[src/rtl/decode_queue.sv]
// decode_queue: instruction queue of DEPTH entries in front of a registered
// RV64I decoder, with valid/ready handshakes on the fetch and issue sides.
//
// Optional feature macro: DECODE_MEXT_EN. When it is defined, OP/OP-32 with
// funct7=0000001 decode as M-extension ops. When it is undefined, that
// funct7 is illegal and is_muldiv_o stays 0.
//
// Ports
//   clk_i, rst_i            clock, asynchronous active-high reset
//   flush_i                 synchronous discard of queue and output register
//   in_valid_i/in_ready_o   fetch handshake; in_instr_i, in_pc_i payload
//   count_o                 queue occupancy (output register excluded)
//   out_valid_o/out_ready_i issue handshake
//   out_pc_o, rs*/rd        PC and register fields of decoded instruction
//   alu_op_o/lsu_op_o/branch_op_o   operation selects (riscv_pkg encodings)
//   reg_write_o .. illegal_o        datapath controls and flags
//   imm_o                   sign-extended immediate
package riscv_pkg;
    typedef enum logic [3:0] {
        ALU_ADD, ALU_SUB, ALU_SLL, ALU_SLT, ALU_SLTU,
        ALU_XOR, ALU_SRL, ALU_SRA, ALU_OR, ALU_AND
    } alu_op_t;
    typedef enum logic [3:0] {
        LSU_NONE, LSU_LB, LSU_LH, LSU_LW, LSU_LD, LSU_LBU, LSU_LHU, LSU_LWU,
        LSU_SB, LSU_SH, LSU_SW, LSU_SD
    } lsu_op_t;
    typedef enum logic [2:0] {
        BR_NONE, BR_BEQ, BR_BNE, BR_BLT, BR_BGE, BR_BLTU, BR_BGEU
    } br_op_t;
endpackage

module decode_queue #(
    parameter int DEPTH = 4,
    parameter int XLEN  = 64
) (
    input  logic                     clk_i,
    input  logic                     rst_i,
    input  logic                     flush_i,
    input  logic                     in_valid_i,
    output logic                     in_ready_o,
    input  logic [31:0]              in_instr_i,
    input  logic [XLEN-1:0]          in_pc_i,
    output logic [$clog2(DEPTH):0]   count_o,
    output logic                     out_valid_o,
    input  logic                     out_ready_i,
    output logic [XLEN-1:0]          out_pc_o,
    output logic [4:0]               rs1_addr_o,
    output logic [4:0]               rs2_addr_o,
    output logic [4:0]               rd_addr_o,
    output logic [3:0]               alu_op_o,
    output logic [3:0]               lsu_op_o,
    output logic [2:0]               branch_op_o,
    output logic                     reg_write_o,
    output logic                     alu_src_o,
    output logic                     mem_write_o,
    output logic                     mem_read_o,
    output logic                     mem_to_reg_o,
    output logic                     is_jump_o,
    output logic                     is_jalr_o,
    output logic                     is_lui_o,
    output logic                     is_auipc_o,
    output logic                     is_word_o,
    output logic                     is_muldiv_o,
    output logic                     illegal_o,
    output logic [XLEN-1:0]          imm_o
);
    import riscv_pkg::*;

    localparam int AW = $clog2(DEPTH);
    localparam int CW = AW + 1;
    localparam logic [CW-1:0] DEPTH_C = CW'(DEPTH);

    typedef struct packed {
        logic [4:0]      rs1, rs2, rd;
        alu_op_t         alu_op;
        lsu_op_t         lsu_op;
        br_op_t          br_op;
        logic            reg_write, alu_src, mem_write, mem_read, mem_to_reg;
        logic            is_jump, is_jalr, is_lui, is_auipc, is_word, is_muldiv;
        logic            illegal;
        logic [XLEN-1:0] imm;
    } dec_t;

    function automatic alu_op_t alu_from_f3(input logic [2:0] f3, input logic alt);
        case (f3)
            3'b000:  return alt ? ALU_SUB : ALU_ADD;
            3'b001:  return ALU_SLL;
            3'b010:  return ALU_SLT;
            3'b011:  return ALU_SLTU;
            3'b100:  return ALU_XOR;
            3'b101:  return alt ? ALU_SRA : ALU_SRL;
            3'b110:  return ALU_OR;
            default: return ALU_AND;
        endcase
    endfunction

    function automatic dec_t decode(input logic [31:0] instr);
        dec_t d;
        logic [6:0] f7;
        logic [2:0] f3;
        logic ill;
        logic signed [XLEN-1:0] imm_i, imm_s, imm_b, imm_j, imm_u;
        d = '0;
        f7 = instr[31:25];
        f3 = instr[14:12];
        imm_i = XLEN'($signed(instr[31:20]));
        imm_s = XLEN'($signed({instr[31:25], instr[11:7]}));
        imm_b = XLEN'($signed({instr[31], instr[7], instr[30:25], instr[11:8], 1'b0}));
        imm_j = XLEN'($signed({instr[31], instr[19:12], instr[20], instr[30:21], 1'b0}));
        imm_u = XLEN'($signed({instr[31:12], 12'b0}));
        d.rd  = instr[11:7];
        d.rs1 = instr[19:15];
        d.rs2 = instr[24:20];
        ill = (instr[1:0] != 2'b11);
        case (instr[6:0])
            7'b0110111: begin d.reg_write = 1'b1; d.alu_src = 1'b1; d.is_lui = 1'b1; d.imm = imm_u; end
            7'b0010111: begin d.reg_write = 1'b1; d.alu_src = 1'b1; d.is_auipc = 1'b1; d.imm = imm_u; end
            7'b1101111: begin d.reg_write = 1'b1; d.is_jump = 1'b1; d.imm = imm_j; end
            7'b1100111: begin
                d.reg_write = 1'b1; d.alu_src = 1'b1; d.is_jump = 1'b1; d.is_jalr = 1'b1;
                d.imm = imm_i;
                ill = ill | (f3 != 3'b000);
            end
            7'b1100011: begin
                d.alu_op = ALU_SUB;
                d.imm = imm_b;
                case (f3)
                    3'b000: d.br_op = BR_BEQ;
                    3'b001: d.br_op = BR_BNE;
                    3'b100: d.br_op = BR_BLT;
                    3'b101: d.br_op = BR_BGE;
                    3'b110: d.br_op = BR_BLTU;
                    3'b111: d.br_op = BR_BGEU;
                    default: ill = 1'b1;
                endcase
            end
            7'b0000011: begin
                d.reg_write = 1'b1; d.alu_src = 1'b1; d.mem_read = 1'b1; d.mem_to_reg = 1'b1;
                d.imm = imm_i;
                case (f3)
                    3'b000: d.lsu_op = LSU_LB;
                    3'b001: d.lsu_op = LSU_LH;
                    3'b010: d.lsu_op = LSU_LW;
                    3'b011: d.lsu_op = LSU_LD;
                    3'b100: d.lsu_op = LSU_LBU;
                    3'b101: d.lsu_op = LSU_LHU;
                    3'b110: d.lsu_op = LSU_LWU;
                    default: ill = 1'b1;
                endcase
            end
            7'b0100011: begin
                d.alu_src = 1'b1; d.mem_write = 1'b1;
                d.imm = imm_s;
                case (f3)
                    3'b000: d.lsu_op = LSU_SB;
                    3'b001: d.lsu_op = LSU_SH;
                    3'b010: d.lsu_op = LSU_SW;
                    3'b011: d.lsu_op = LSU_SD;
                    default: ill = 1'b1;
                endcase
            end
            7'b0010011: begin
                // RV64 shifts carry a 6-bit shamt, so only funct7[6:1] is an opcode field
                d.reg_write = 1'b1; d.alu_src = 1'b1; d.imm = imm_i;
                d.alu_op = alu_from_f3(f3, (f3 == 3'b101) && instr[30]);
                if (f3 == 3'b001) ill = ill | (instr[31:26] != 6'b000000);
                if (f3 == 3'b101) ill = ill | ((instr[31:26] != 6'b000000) && (instr[31:26] != 6'b010000));
            end
            7'b0011011: begin
                d.reg_write = 1'b1; d.alu_src = 1'b1; d.is_word = 1'b1; d.imm = imm_i;
                d.alu_op = alu_from_f3(f3, (f3 == 3'b101) && instr[30]);
                case (f3)
                    3'b000: ;
                    3'b001: ill = ill | (f7 != 7'b0000000);
                    3'b101: ill = ill | ((f7 != 7'b0000000) && (f7 != 7'b0100000));
                    default: ill = 1'b1;
                endcase
            end
            7'b0110011, 7'b0111011: begin
                d.reg_write = 1'b1;
                d.is_word = instr[3];
                d.alu_op = alu_from_f3(f3, f7 == 7'b0100000);
                if (f7 == 7'b0000000)
                    ill = ill | (instr[3] && !(f3 == 3'b000 || f3 == 3'b001 || f3 == 3'b101));
                else if (f7 == 7'b0100000)
                    ill = ill | !(f3 == 3'b000 || f3 == 3'b101);
`ifdef DECODE_MEXT_EN
                else if (f7 == 7'b0000001) begin
                    d.is_muldiv = 1'b1;
                    d.alu_op = ALU_ADD;
                    ill = ill | (instr[3] && (f3 == 3'b001 || f3 == 3'b010 || f3 == 3'b011));
                end
`endif
                else
                    ill = 1'b1;
            end
            default: ill = 1'b1;
        endcase
        // Illegal instructions still travel to issue for trap handling but
        // must not cause any architectural side effect.
        if (ill) begin
            d.reg_write = 1'b0; d.mem_write = 1'b0; d.mem_read = 1'b0;
            d.is_jump = 1'b0; d.is_muldiv = 1'b0;
        end
        d.illegal = ill;
        return d;
    endfunction

    logic [31:0]     instr_mem [DEPTH];
    logic [XLEN-1:0] pc_mem    [DEPTH];
    logic [AW-1:0]   rd_ptr, wr_ptr;
    logic [CW-1:0]   count;

    logic            push, advance, enq, deq, src_avail;
    logic [31:0]     src_instr;
    logic [XLEN-1:0] src_pc;
    dec_t            dec_p0, dec_p1;
    logic [XLEN-1:0] pc_p1;
    logic            vld_p1;

    assign in_ready_o = (count < DEPTH_C) && !flush_i && !rst_i;
    assign push       = in_valid_i && in_ready_o;
    assign advance    = !vld_p1 || out_ready_i;
    // With an empty queue the incoming word bypasses storage straight into decode
    assign deq        = advance && (count != '0);
    assign enq        = push && !(advance && (count == '0));
    assign src_avail  = (count != '0) || push;
    assign src_instr  = (count != '0) ? instr_mem[rd_ptr] : in_instr_i;
    assign src_pc     = (count != '0) ? pc_mem[rd_ptr] : in_pc_i;
    assign dec_p0     = decode(src_instr);

    always_ff @(posedge clk_i) begin
        if (enq) begin
            instr_mem[wr_ptr] <= in_instr_i;
            pc_mem[wr_ptr]    <= in_pc_i;
        end
    end

    always_ff @(posedge clk_i or posedge rst_i) begin
        if (rst_i) begin
            rd_ptr <= '0;
            wr_ptr <= '0;
            count  <= '0;
        end else if (flush_i) begin
            rd_ptr <= '0;
            wr_ptr <= '0;
            count  <= '0;
        end else begin
            if (enq) wr_ptr <= wr_ptr + 1'b1;
            if (deq) rd_ptr <= rd_ptr + 1'b1;
            count <= count + CW'(enq) - CW'(deq);
        end
    end

    // ---- stage p0 -> p1: decoded output register ----
    always_ff @(posedge clk_i or posedge rst_i) begin
        if (rst_i) begin
            vld_p1 <= 1'b0;
            pc_p1  <= '0;
            dec_p1 <= '0;
        end else if (flush_i) begin
            vld_p1 <= 1'b0;
        end else if (advance) begin
            vld_p1 <= src_avail;
            if (src_avail) begin
                pc_p1  <= src_pc;
                dec_p1 <= dec_p0;
            end
        end
    end

    assign count_o      = count;
    assign out_valid_o  = vld_p1;
    assign out_pc_o     = pc_p1;
    assign rs1_addr_o   = dec_p1.rs1;
    assign rs2_addr_o   = dec_p1.rs2;
    assign rd_addr_o    = dec_p1.rd;
    assign alu_op_o     = dec_p1.alu_op;
    assign lsu_op_o     = dec_p1.lsu_op;
    assign branch_op_o  = dec_p1.br_op;
    assign reg_write_o  = dec_p1.reg_write;
    assign alu_src_o    = dec_p1.alu_src;
    assign mem_write_o  = dec_p1.mem_write;
    assign mem_read_o   = dec_p1.mem_read;
    assign mem_to_reg_o = dec_p1.mem_to_reg;
    assign is_jump_o    = dec_p1.is_jump;
    assign is_jalr_o    = dec_p1.is_jalr;
    assign is_lui_o     = dec_p1.is_lui;
    assign is_auipc_o   = dec_p1.is_auipc;
    assign is_word_o    = dec_p1.is_word;
    assign is_muldiv_o  = dec_p1.is_muldiv;
    assign illegal_o    = dec_p1.illegal;
    assign imm_o        = dec_p1.imm;
endmodule

[config.mk]
export PLATFORM = sky130hd
export DESIGN_NAME = decode_queue
export DESIGN_NICKNAME = d
export VERILOG_FILES = /design/src/rtl/decode_queue.sv
export SDC_FILE = /design/constraint.sdc
export NUM_CORES = 1
export LEC_CHECK = 0
export CELL_PAD_IN_SITES_DETAIL_PLACEMENT = 1
export CELL_PAD_IN_SITES_GLOBAL_PLACEMENT = 1
export CORE_MARGIN = 4
export CORE_UTILIZATION = 50
export CTS_CLUSTER_DIAMETER = 60
export CTS_CLUSTER_SIZE = 14
export DETAILED_ROUTE_END_ITERATION = 10
export GPL_TIMING_DRIVEN = 1
export PLACE_DENSITY_LB_ADDON = 0.08
export SYNTH_ARGS = -nofsm -noshare
export SYNTH_HDL_FRONTEND = slang
export SYNTH_SLANG_ARGS = --single-unit
[constraint.sdc]
create_clock -name clk_i -period 6.5 [get_ports clk_i]
set_input_delay 0.65 -clock clk_i [delete_from_list [all_inputs] [get_ports clk_i]]
set_output_delay 0.65 -clock clk_i [all_outputs]
set_load 0.02 [all_outputs]
Figure 1. Met4 routing (run 1).
The bar under the picture is 50 µm long.
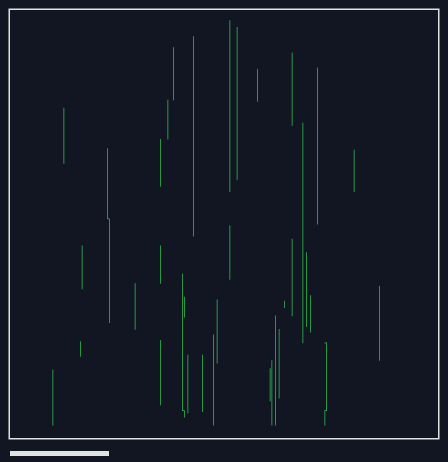
nets with wire on the layer	22
longest straight run	111 µm

Figure 2. The metal 2 layer (run 1).
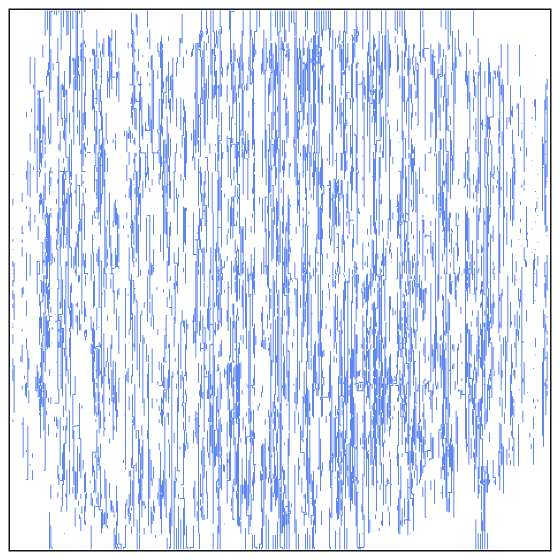
wire length on this layer	28.0 mm
share of all routed wire	50%
nets with wire on the layer	1585

==> run summary, run 1 <==
Flow results are below.

- Note, the detailed placer reported a final HPWL of 35600 µm.
- The synthesized instance count is 1408.
- Counting distinct cell types in the post-synthesis netlist gives 77.
- By instance count after routing, the leading logic cell type is edfxtp_1.
- The final layout net count is 1738, for reference.
- The timing report lists the critical path depth as 9 cells.
- The run finished with clean final reports.
- Per the TritonCTS log, the buffer count is 45.
- STA classifies the critical path endpoint as a flop.
- From synthesis to final layout, the design area changed by 20.0%.
- The highest achievable clock rate is 261 MHz, for reference.
- For the final routed database, the setup TNS stands at 0 ns.
- The final sequential cell count is 525, for reference.
- The floorplan report gives the top-level pin count as 272.
- The root cell of the clock tree is clkbuf_16, for reference.
- The count of library flops with an enable pin is 384, for reference.
- Once detail routing completed, the nets flagged for antenna violations numbered 0.
- met1 track demand over resource after global routing is 0.334.
- The global route stage reports its total congestion overflow as 0.
- According to the timing report, the critical path is captured at is_jump_o.
- Across all register-to-register paths, the minimum setup slack is 2.66 ns.
Figure 3. Metal 1 (run 1).
The bar under the picture is 50 µm long.
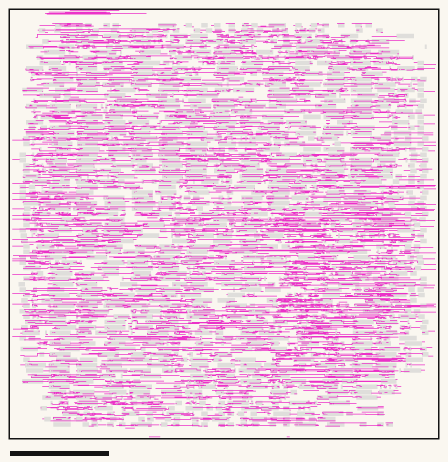
share of all routed wire	42%
nets with wire on the layer	1580
wire length on this layer	23.5 mm
main direction	horizontal
longest straight run	81.4 µm

[run 1: power breakdown]
part           switching, mW  internal, mW  total, mW
combinational           2.48          1.76       4.24
sequential             0.356          4.02       4.38
clock                   1.19          1.44       2.63
[run 1: through the flow]
step | instance area (µm²) | utilization | worst slack, ns | hold WS (ns)
2_1_floorplan | 21600 | - | 2.02 | 0.538
3_3_place_gp | 24500 | 0.579 | 2.48 | 0.453
3_5_place_dp | 24500 | 0.579 | 2.42 | 0.467
4_1_cts | 25900 | 0.612 | 2.68 | 0.483
5_1_grt | 25900 | 0.612 | 2.43 | 0.511
6_report | 25900 | 0.612 | 2.66 | 0.478
[run 1: per-layer routing]
metal  vias to the layer above  wire length (µm)
met5                         -                 0
met4                         0              1410
met3                        83              3510
met2                       411             28000
met1                      6745             23500
li1                       5717                 -
==> inputs of run 2 (changes only) <==
Settings changed: CORE_UTILIZATION 50 to 46.
Clock period 6.5 ns to 3.98 ns, I/O delays scaled along.
==> run 2 against run 1 <==
  * Critical path depth fell by 2
  * Via count grew 1.1%
  * Largest cell class unchanged
  * Sequential share of layout area shrank 0.85 points
  * Critical endpoint is now illegal_o
  * Largest power group unchanged
  * Synthesized cell count unchanged
  * Synthesized area unchanged
  * Register-to-register slack worse by 2.1 ns
  * Sequential power grew 62%
==> run summary, run 2 <==
Flow results are below.

- The analysis attributes to net switching a power of 6.62 mW.
- The post-synthesis sequential element count is 525, for reference.
- The top cell type in the final layout, fill and taps aside, is edfxtp_1.
- The detailed route wirelength on metal3 is 3140 µm, for reference.
- The tightest slew margin relative to the limit is 0.285, for reference.
- The time the final worst path needs with I/O delays and setup is 3.45 ns, for reference.
- STA on the placed design reports a worst setup slack of 0.488 ns.
- Listed in order, past its start point the critical path passes buf_4, mux4_2, a211oi_1, a21oi_1, a211oi_1, o221ai_2, o32a_1.
- The count of mapped cells out of synthesis is 1408, for reference.
- Yosys attributes the largest share of cell area to edfxtp_1, dfrtp_1, mux4_2.
- The run finished with clean final reports.
- The number of standard cells in the layout, taps in and fillers out is 2295, for reference.
- In this run, synthesis inferred 384 flip-flops with an integrated enable.
- After detailed routing, the wire length on met1 is 25200 µm.
- The dominant power group in this design is sequential cells.
- The finished layout reports a core utilization of 0.566.
- According to the I/O placement log, the pin count is 272.
- The remaining global-route overflow is 0, for reference.
- The power report lists the clock group at 4.35 mW.
- Timing would allow up to 290 MHz.
- The summed negative setup slack over all endpoints is 0 ns, for reference.
- The root cell of the clock tree is clkbuf_16, for reference.
- The sequential cell power is 7.09 mW, for reference.
- The clock buffer count from CTS is 46, for reference.
- Summed over all combinational cells, the power is 7.06 mW.
- The cell area reported after detailed placement is 24900 µm², for reference.
- According to the finish report, the design has a final net count of 1763.
- The worst hold-check slack is 0.478 ns, for reference.
- The timing report gives the biggest stage delay along the critical path as 0.69 ns.
- The share of total power dissipated in combinational logic is 0.382.
- The number of different library cells used by synthesis comes to 77.
- The minimum setup slack among reg-to-reg paths is 0.53 ns, for reference.
- From synthesis to final layout, the design area changed by 21.8%.
- After detailed routing, the met2 layer carries 28500 µm of wire.
- The final design instance area without fill is 26300 µm², for reference.
- The floorplan step defined a core boundary enclosing 46500 µm².
- The count of unresolved DRC violations after routing is 0, for reference.
- The worst path setup slack after routing is 0.529 ns, for reference.
- In the power breakdown, the internal column shows 11.9 mW.
- The worst setup path startpoint is rd_ptr[0], for reference.
- The tally of nets with antenna violations remaining after routing is 0, for reference.
- The placer congestion estimate is 0.836, for reference.
- The HPWL after detailed placement is 38500 µm.
- Of the total power, the share spent switching nets is 0.358.
- For reference, the top cells by count after synthesis are edfxtp_1, nand2_1, dfrtp_1.
- The power report attributes to the sequential group a share of 0.383.
-- run 2: cell counts after synthesis --
No cell type changed its count.
-- run 2: final cells by class --
type,count,share of cell area
clock inverters,9,0.00443
inverters,15,0.00233
clock buffers,76,0.0493
repair buffers,310,0.121
multi-input cells,753,0.221
flip-flops and latches,525,0.573
well taps,607,0.0289
-- run 2: worst max-delay path by stage --
stage / cells after the start / endpoint / slack, ns
after global placement: 7 / illegal_o / 0.62
after global routing: 7 / illegal_o / 0.25
after CTS: 7 / illegal_o / 0.46
after floorplan: 8 / instr_mem[0][0] / 0.64
final: 7 / illegal_o / 0.53
after detailed placement: 7 / illegal_o / 0.49
-- run 2: routing by layer --
layer  up-vias  GRT usage
li1       5774          -
met1      6899      0.324
met2       350      0.377
met3        71     0.0424
met4         6     0.0573
met5         -          0
Figure 4. Met3 routing (run 2).
The bar under the picture is 50 µm long.
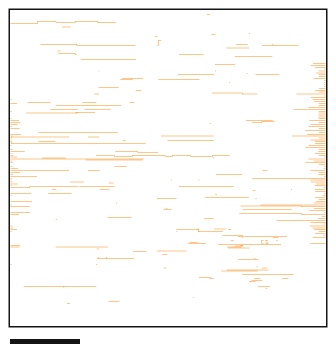
share of all routed wire	5.4%
wire length on this layer	3140 µm
longest straight run	95.2 µm

Power figures rest on the tool's default switching activity, not on a simulated workload.
